`config.mk`:
```
export PLATFORM = sky130hd
export DESIGN_NAME = planificador_paridad_xor
export DESIGN_NICKNAME = d
export VERILOG_FILES = /design/src/rtl/planificador_paridad_xor.sv
export SDC_FILE = /design/constraint.sdc
export NUM_CORES = 1
export LEC_CHECK = 0
export ABC_AREA = 1
export CAP_MARGIN = 20
export CORE_MARGIN = 2
export CORE_UTILIZATION = 49
export DETAILED_ROUTE_END_ITERATION = 16
export GPL_ROUTABILITY_DRIVEN = 0
export PLACE_DENSITY = 0.83
export SKIP_LAST_GASP = 1
export SLEW_MARGIN = 20
export SYNTH_ARGS = -nofsm -noshare
export SYNTH_HDL_FRONTEND = slang
export SYNTH_SLANG_ARGS = --single-unit
```
`constraint.sdc`:
```
create_clock -name Reloj -period 3.7 [get_ports Reloj]
set_input_delay 0.555 -clock Reloj [delete_from_list [all_inputs] [get_ports Reloj]]
set_output_delay 0.555 -clock Reloj [all_outputs]
set_load 0.01 [all_outputs]
```
`src/rtl/planificador_paridad_xor.sv`:
```
// planificador_paridad_xor
//
// Shares one external 2-input XOR cell between two requesters that each need
// the parity of an ANCHO-bit word. Requests are arbitrated round-robin. The
// granted word is captured and then folded serially through the XOR cell, one
// bit per cycle, into a single parity bit.
//
// Ports:
//   Reloj       clock, rising-edge active
//   Reset       asynchronous active-high reset
//   Solicitud   level request per requester (bit i = requester i)
//   Dato0/Dato1 words of requester 0/1, sampled on the grant edge only
//   Aceptado    one-hot, one-cycle pulse: word captured for that requester
//   XorEntrada  operands driven to the shared XOR cell ({acc, data bit})
//   XorSalida   result returned by the XOR cell (combinational)
//   Ocupado     high while the fold is in progress
//   Listo       one-cycle pulse: Paridad/Destino are valid
//   Paridad     parity of the last served word, held until the next Listo
//   Destino     requester that owns Paridad
module planificador_paridad_xor #(
    parameter int ANCHO = 8
) (
    input  logic             Reloj,
    input  logic             Reset,
    input  logic [1:0]       Solicitud,
    input  logic [ANCHO-1:0] Dato0,
    input  logic [ANCHO-1:0] Dato1,
    output logic [1:0]       Aceptado,
    output logic [1:0]       XorEntrada,
    input  logic             XorSalida,
    output logic             Ocupado,
    output logic             Listo,
    output logic             Paridad,
    output logic             Destino
);

    localparam int IW = $clog2(ANCHO);

    typedef enum logic {
        REPOSO  = 1'b0,
        CALCULO = 1'b1
    } estado_t;

    estado_t          estado;
    logic [ANCHO-1:0] registro;
    logic             acc;
    logic [IW-1:0]    indice;
    logic             ultimo;

    logic             hay_solicitud;
    logic             elegido;
    logic [ANCHO-1:0] dato_elegido;
    logic             ultimo_bit;

    // Round-robin choice: a lone request wins outright; when both are
    // pending the requester that was not served last goes first. Ultimo
    // resets to 1 so requester 0 is preferred after reset.
    always_comb begin
        hay_solicitud = |Solicitud;
        if (Solicitud == 2'b11) begin
            elegido = ~ultimo;
        end else begin
            elegido = Solicitud[1];
        end
        dato_elegido = elegido ? Dato1 : Dato0;
    end

    assign ultimo_bit = (indice == IW'(ANCHO - 1));

    // The XOR cell sees the running accumulator and the next data bit only
    // while folding; otherwise it is held at 00.
    assign XorEntrada = (estado == CALCULO) ? {acc, registro[indice]} : 2'b00;
    assign Ocupado    = (estado == CALCULO);

    // Bit 0 is preloaded into the accumulator on the grant edge, so the fold
    // starts at index 1 and needs exactly ANCHO-1 CALCULO cycles. The Listo
    // cycle is back in REPOSO, which lets the next grant happen on its
    // closing edge.
    always_ff @(posedge Reloj or posedge Reset) begin
        if (Reset) begin
            estado   <= REPOSO;
            registro <= '0;
            acc      <= 1'b0;
            indice   <= '0;
            ultimo   <= 1'b1;
            Aceptado <= 2'b00;
            Listo    <= 1'b0;
            Paridad  <= 1'b0;
            Destino  <= 1'b0;
        end else begin
            case (estado)
                REPOSO: begin
                    Aceptado <= 2'b00;
                    Listo    <= 1'b0;
                    if (hay_solicitud) begin
                        registro <= dato_elegido;
                        acc      <= dato_elegido[0];
                        indice   <= IW'(1);
                        Aceptado <= elegido ? 2'b10 : 2'b01;
                        Destino  <= elegido;
                        ultimo   <= elegido;
                        estado   <= CALCULO;
                    end
                end
                CALCULO: begin
                    Aceptado <= 2'b00;
                    Listo    <= 1'b0;
                    acc      <= XorSalida;
                    if (ultimo_bit) begin
                        Paridad <= XorSalida;
                        Listo   <= 1'b1;
                        estado  <= REPOSO;
                    end else begin
                        indice <= indice + IW'(1);
                    end
                end
                default: begin
                    estado <= REPOSO;
                end
            endcase
        end
    end

endmodule

```
==> impl_metrics.tcl, run 1 <==
# yosys + openroad results
set metrics [dict create \
    max_freq_mhz 404 \
    cts_max_path_buffers 2 \
    post-cts-setup-buffers 0 \
    r2r.worst_path.cells 6 \
    maxCapViolCount 0 \
    rsz0062_at_grt "no" \
    synth_area_sq_um 971 \
    power_density_nw_per_um2 735 \
    fin_tns_setup_ns 0 \
    syn_inst 116 \
    synth-seq-cells 19 \
    synth.avg_cell_area_sq_um 8.37 \
    hp-start "ultimo" \
    ir_worst_vdd_mv 0.353 \
    period_needed_ns 2.48 \
    warnings 26 \
    top_area_cell "dfrtp_1" \
    grt_pass1_vias 850 \
    drt-total-wl_mm 2.02 \
    finalHoldViolCount 0 \
    outcome "finished, final reports clean" \
    diodes 0 \
    detail_route.iter0.violations 16 \
    slew_viol_final 0 \
    antenna_found_initial 0 \
    cts_tree "yes" \
    regToRegSetupSlack_ns 2.24 \
    grt_max_degree 20 \
    hold_end "ultimo" \
    die_area_sq_um 2350 \
    min_delay_path_depth 2 \
    cts.clk_slew.worst_paths_ns 0.11 \
    fin_nets 169 \
    postPlaceCellArea_sq_um 1260 \
    startpoint_type "register" \
    holdBufCountCts 0 \
    htreeDepth 1 \
    fin_area_sq_um 1290 \
    grt_pass1_wl_mm 3.42 \
    holdCritPathClass "register to register" \
    timing.rr.start "indice[0]" \
    vias 843 \
    dr.pass1.iters 4 \
    required_ns 3.14 \
    place_hpwl_mm 1.53 \
    ios 29 \
    endpoint_kind "output pin" \
]
## run 1: critical path: stages (launching register included)
cell	delay, ns
dfrtp_1	0.47
inv_1	0.16
nand2_1	0.11
nand3_1	0.06
nand3_1	0.06
nand2_1	0.07
nor2_1	0.14
clkdlybuf4s50_1	0.55
## run 1: final cells by class
class | count | area (sq um)
repair buffers | 28 | 280
clock inverters | 1 | 5.00
inverters | 19 | 73.8
multi-input cells | 75 | 394
fillers | 165 | 636
flip-flops and latches | 19 | 477
clock buffers | 3 | 22.5
well taps | 27 | 33.8
## run 1: cell usage in the layout, fill, tap and decap left out, drive strengths merged
cell type | netlist | final
o211ai | 1 | 1
nand3 | 7 | 7
o21ai | 23 | 23
dfrtp | 18 | 18
clkinv | 0 | 1
inv | 19 | 19
nand2 | 30 | 30
nor2 | 11 | 11
ha | 2 | 2
or2 | 1 | 1
clkdlybuf4s50 | 0 | 28
clkbuf | 0 | 3
dfstp | 1 | 1
## run 1: cell families (layout without fill, tap and decap cells)
kind of cell | count (synthesis) | in the layout | synth area share, %
compound gates | 24 | 24 | 15.5
fa+ha+maj | 2 | 2 | 2.58
buf+inv | 22 | 51 | 10.3
flops | 19 | 19 | 49.1
simple gates | 49 | 49 | 22.6
## run 1: cells in the mapped netlist
master and instances:
dfrtp_1 18, buf_4 2, inv_2 1, nand2_1 29, inv_1 17, o21ai_4 1
nand3_1 6, dfstp_2 1, nand3_2 1, nand2_8 1, ha_1 2, o21ai_1 7
nor2_1 11, or2_4 1, inv_4 1, o21ai_2 3, o21ai_0 12, o211ai_2 1
buf_6 1
## run 1: worst max path at each step
stage,start,endpoint,slack (ns),depth (start not counted)
6_report,indice[0],XorEntrada[0],1.22,7
4_1_cts,indice[0],XorEntrada[0],1.24,7
3_3_place_gp,indice[0],XorEntrada[0],1.73,7
5_1_grt,indice[0],XorEntrada[0],1.12,7
2_1_floorplan,indice[0],XorEntrada[0],2.23,6
3_5_place_dp,indice[0],XorEntrada[0],1.64,7
## run 1: registers in the layout (all words and copies together) (netlist names)
| signal | count |
|---|---|
| Destino | 1 |
| Ocupado | 1 |
| Aceptado | 2 |
| acc | 1 |
| ultimo | 1 |
| Listo | 1 |
| Paridad | 1 |
| registro | 8 |
| indice | 3 |
## run 1: stage by stage
stage	hold WS, ns	util (%)	instances	power (mW)	worst slack (ns)
floorplan	0.447	-	116	0.682	2.23
global placement	0.457	65.5	168	0.816	1.73
detailed placement	0.462	65.5	168	0.840	1.64
CTS	0.480	66.9	172	0.952	1.24
global route	0.500	66.9	172	1.02	1.12
finish	0.477	66.9	172	0.945	1.22
## run 1: layer usage
layer  global-route usage (%)  up-vias  wire length, um
met3                     4.32       11              104
met4                     10.5        0               87
met1                     21.3      376              856
li1                         -      423                -
met5                        0        -                0
met2                     32.9       33              974
## run 1: power by group
part / leakage [nW] / switching (mW) / total, mW / internal, mW
Combinational: 0.385 / 0.248 / 0.465 / 0.217
Sequential: 0.232 / 0.0691 / 0.374 / 0.305
Clock: 0.0177 / 0.0653 / 0.106 / 0.0403
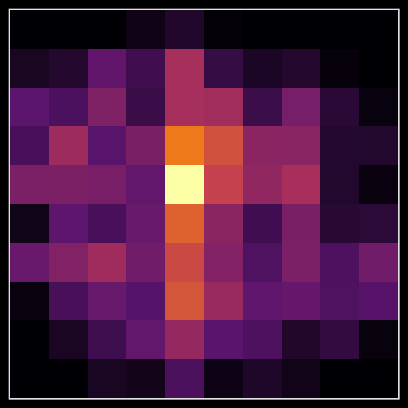
*Wiring heat map, run 1*
(8 px per um) The die is cut into 10 by 10 equal tiles; black is low, pale yellow is high, scaled to the fullest tile. Values are wire area over tile area, all layers added.
- fullest tile: 0.65
- mean over tiles: 0.14
- emptiest ninth of the die: north-east

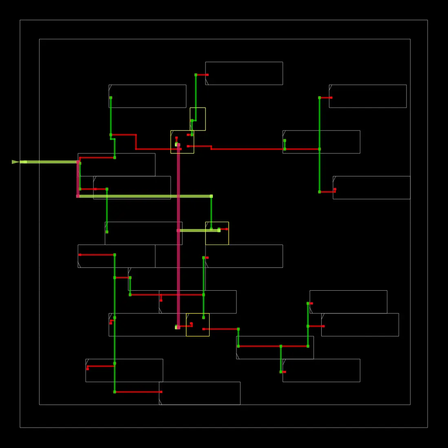
*Clock nets, run 1*
Flop Count: 19
Clock Sinks: 19
Latency at later pin: 0.30 ns
skew final: 0.00278 ns
cts bufs inserted: 3

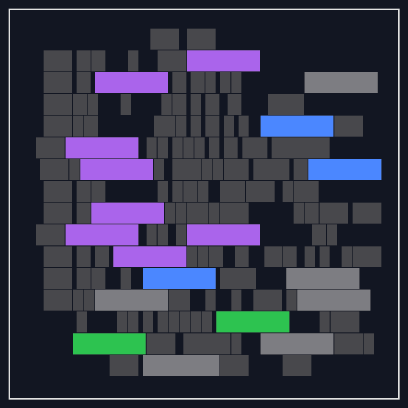
*Register map, names as in the netlist, run 1*
(8 px per um) Other sequential cells in the stronger gray, the rest of the logic in the fainter gray.
- registro: purple (flops 8)
- indice: blue (flops 3)
- Aceptado: green (flops 2)
- not colored: 6

### Sizing map, run 1

(10 px per um)
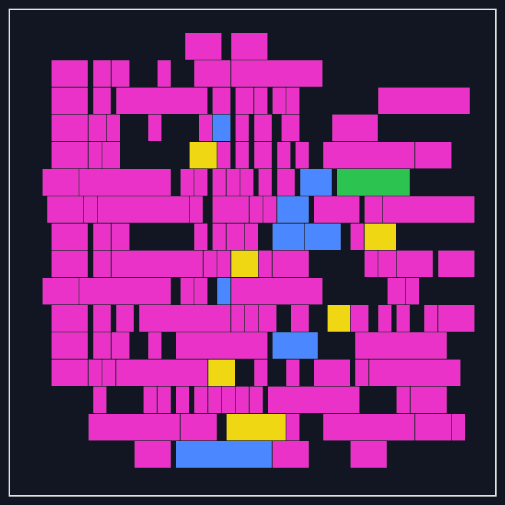

## Run 2: what changed since run 1
- CORE_UTILIZATION: 49 -> 41
- PLACE_DENSITY: 0.83 -> 0.74
- clock period: 3.7 -> 2.15 ns (I/O delays scaled with it)
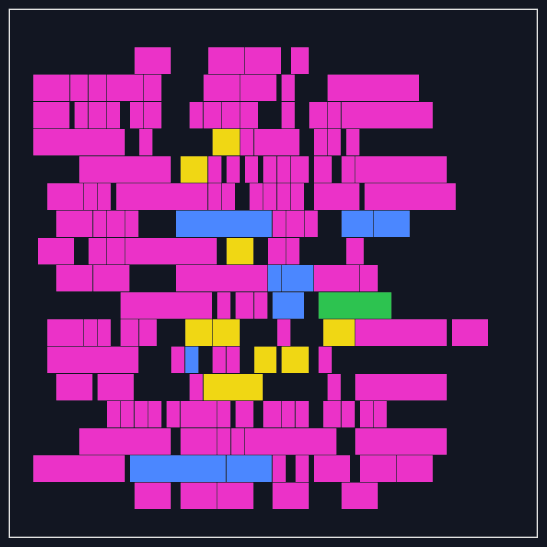
*Sizing map, run 2*
(10 px per um)
- _6 and larger: green (cells 1)
- _0 and _1 cells: magenta (cells 129)
- _2 cells: blue (cells 9)
- _3 and _4 cells: yellow (cells 9)

==> impl_metrics.tcl, run 2 <==
# yosys + openroad results
set metrics [dict create \
    outcome "finished, final reports clean" \
    htreeDepth 1 \
    post-cts-setup-buffers 0 \
    endpoint_kind "output pin" \
    largest_register_ff_count 8 \
    xor_area_share_pct 0 \
    topCombFamilyByArea "simple AND/OR/NAND/NOR gates" \
    slew_viol_final 0 \
    ir_worst_vdd_mv 0.806 \
    stdcell_count 176 \
    top_regs "registro (8), indice (3), Aceptado (2)" \
    fa_ha_area_share_pct 2.58 \
    top_register "registro" \
    dr.pass1.iters 4 \
    skew_ns 0.0103 \
    ys_sh_mux_pct 0 \
    synth_area_sq_um 971 \
    most-common-layout-cells "nand2_1 (29), clkdlybuf4s50_1 (27), dfrtp_1 (17)" \
    fin_ws_ns 0.290 \
    required_ns 1.83 \
    place_hpwl_mm 1.60 \
    synth.most_common_cell "nand2_1" \
    grt_max_degree 20 \
    warnings 26 \
    cts_buffers 3 \
    finalHoldViolCount 0 \
    fin_tns_setup_ns 0 \
    clock_latency_ns 0.30 \
    die_area_sq_um 2770 \
    diodes 0 \
    synthArstFlopShare_pct 100 \
    startpoint_type "register" \
    detail_route.iter0.violations 15 \
    holdBufCountCts 0 \
    drt-total-wl_mm 2.02 \
    flop_cell "dfrtp_1" \
    detailedPlace.worstSlack_ns 0.342 \
    maxCapViolCount 0 \
    grt_pass1_vias 862 \
]
-- run 2: cell counts after synthesis --
Identical to the previous run, type by type.
-- run 2: what timing repair did --
action	CTS	global route
gates resized	0	3
setup endpoints to repair	0	1
endpoints found under the hold margin	0	0
-- run 2: cell families (layout without fill, tap and decap cells) --
logic type	count (synthesis)	in the layout
fa+ha+maj	2	2
flops	19	19
compound gates	24	24
buf+inv	22	54
simple gates	49	49
-- run 2: path summary, 6_finish.rpt --
path,from,to,slack (ns),cells past startpoint
min in group Reloj,ultimo,ultimo,0.48,2
setup reg to reg,indice[0],indice[0],0.73,6
hold / removal,Reset,Listo,0.42,2
setup / recovery,Ocupado,XorEntrada[1],0.29,4
hold reg to reg,ultimo,ultimo,0.48,2
max in group asynchronous,Reset,indice[0],1.24,2
-- run 2: final cells by class --
| type | count | area, sq um | area share (%) |
|---|---|---|---|
| Timing Repair Buffer | 31 | 305 | 23.3 |
| Clock buffer | 4 | 26.3 | 2.00 |
| Inverter | 19 | 73.8 | 5.62 |
| Tap cell | 28 | 35.0 | 2.67 |
| Sequential cell | 19 | 478 | 36.4 |
| Multi-Input combinational cell | 75 | 394 | 30.0 |
-- run 2: critical path, stage by stage, from the launching register on --
cell,delay [ns]
dfrtp_1,0.44
buf_4,0.19
nand2_1,0.06
inv_1,0.04
clkdlybuf4s50_1,0.52
-- run 2: stage by stage --
stage                     power [mW]  hold WS [ns]  cell area [sq um]
after floorplan                 1.17         0.273                971
after global placement          1.44         0.458               1280
after detailed placement        1.48         0.464               1280
after CTS                       1.66         0.459               1310
after global routing            1.81         0.480               1310
final                           1.65         0.424               1310
-- run 2: power by group --
part | total, mW | internal (mW) | switching, mW | leakage [nW]
Sequential | 0.640 | 0.528 | 0.112 | 0.231
Clock | 0.179 | 0.0722 | 0.107 | 0.0150
Combinational | 0.830 | 0.389 | 0.440 | 0.409
-- run 2: layer usage --
metal | global-route usage, % | vias up | share of wire, %
li1 | - | 430 | -
met1 | 21.4 | 394 | 44
met2 | 30.0 | 14 | 52
met3 | 3.14 | 2 | 2.5
met4 | 6.41 | 0 | 0.89
met5 | 0 | - | 0
### M3 wires, run 2

(10 px per um)
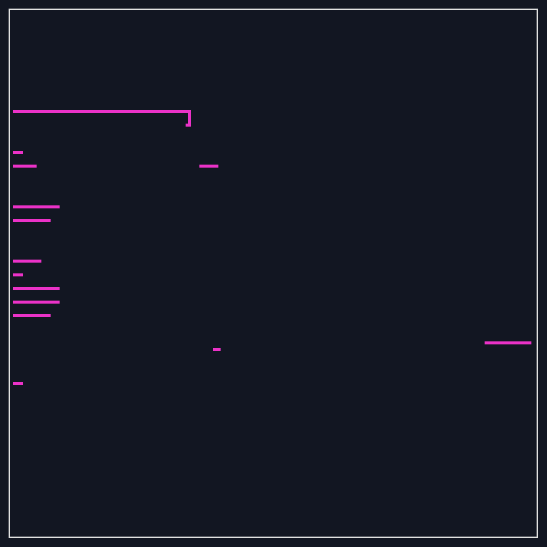

## Run 3: what changed since run 2
- CORE_UTILIZATION: 41 -> 54
- DONT_BUFFER_PORTS: default -> 1
- PLACE_DENSITY: 0.74 -> 0.72
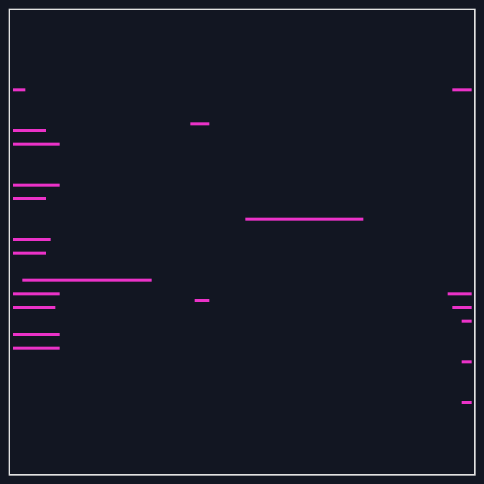
*M3 wires, run 3*
(10 px per um)
- share of all routed wire: 4.3%
- nets with wire on the layer: 19

==> impl_metrics.tcl, run 3 <==
# yosys + openroad results
set metrics [dict create \
    grt_max_degree 20 \
    logic_area_sq_um 394 \
    regArea_sq_um 477 \
    place_hpwl_mm 1.31 \
    fin_ws_ns 0.438 \
    die_area_sq_um 2150 \
    top_register "registro" \
    common_cells "nand2_1 (29), dfrtp_1 (18), inv_1 (17), o21ai_0 (12), nor2_1 (11)" \
    max_freq_mhz 584 \
    finalHoldViolCount 0 \
    outcome "finished, final reports clean" \
    synth.most_common_cell "nand2_1" \
    drt-total-wl_mm 1.71 \
    p_int_mw 0.837 \
    antenna_found_initial 0 \
    r2r_end "indice[1]" \
    top_regs "registro (8), indice (3), Aceptado (2)" \
    diodes 0 \
    detail_route.iter0.violations 12 \
    pwr-share-clk_pct 12.2 \
    total_power_mw 1.44 \
    seqPwrFrac_pct 45.2 \
    skew_ns 0.00113 \
    cts.clk_slew.worst_paths_ns 0.10 \
    required_ns 1.83 \
    p_sw_share_pct 42.0 \
    slew_viol_final 0 \
]
run 3: cell types whose count changed in the layout (fill, tap and decap cells not counted):
cell	previous run	this run
dfrtp_1	17	18
dfrtp_2	1	0
buf_4	3	1
dlymetal6s2s_1	1	0
inv_2	2	1
clkdlybuf4s50_1	27	0
inv_1	16	17
run 3: metrics by stage:
| stage | utilization (%) | instances |
|---|---|---|
| finish | 59.1 | 143 |
| floorplan | - | 116 |
| CTS | 59.1 | 143 |
| detailed placement | 57.6 | 139 |
| global route | 59.1 | 143 |
| global placement | 57.6 | 139 |
run 3: area by class of cell:
cell class	count	area share (%)
Tap cell	25	3.10
Clock buffer	4	2.60
Sequential cell	19	47.2
Timing Repair Buffer	1	0.743
Multi-Input combinational cell	75	39.0
Inverter	19	7.31
run 3: logic make-up after synthesis:
logic type,Yosys count,synth area share [%]
simple gates,49,22.6
compound gates,24,15.5
buf+inv,22,10.3
flops,19,49.1
fa+ha+maj,2,2.58
run 3: worst min-delay path by stage:
stage | end | slack (ns)
floorplan | Aceptado[0] | 0.27
global placement | Paridad | 0.36
detailed placement | Paridad | 0.37
CTS | indice[2] | 0.05
global route | Paridad | 0.06
finish | Paridad | 0.02
run 3: power by group through the flow:
stage	Clock [mW]	Sequential, mW	Combinational [mW]
4_1_cts	0.184	0.651	0.629
3_3_place_gp	0	0.649	0.605
3_5_place_dp	0	0.657	0.629
5_1_grt	0.200	0.675	0.715
6_report	0.176	0.652	0.615
2_1_floorplan	0	0.629	0.545
run 3: worst max-delay path, cell delays in order (launching register included):
cell,delay (ns)
dfrtp_1,0.45
inv_1,0.16
nand2_1,0.09
nand3_1,0.06
nand3_1,0.09
nand2_1,0.05
nor2_1,0.20
run 3: per-layer routing:
layer | track usage [%] | part of all wire [%] | vias up
li1 | - | - | 367
met1 | 23.5 | 46 | 311
met2 | 30.0 | 47 | 21
met3 | 2.35 | 4.3 | 4
met4 | 10.3 | 2.1 | 0
met5 | 0 | 0 | -
No activity file was given, so power comes from the tool's default toggle rates.
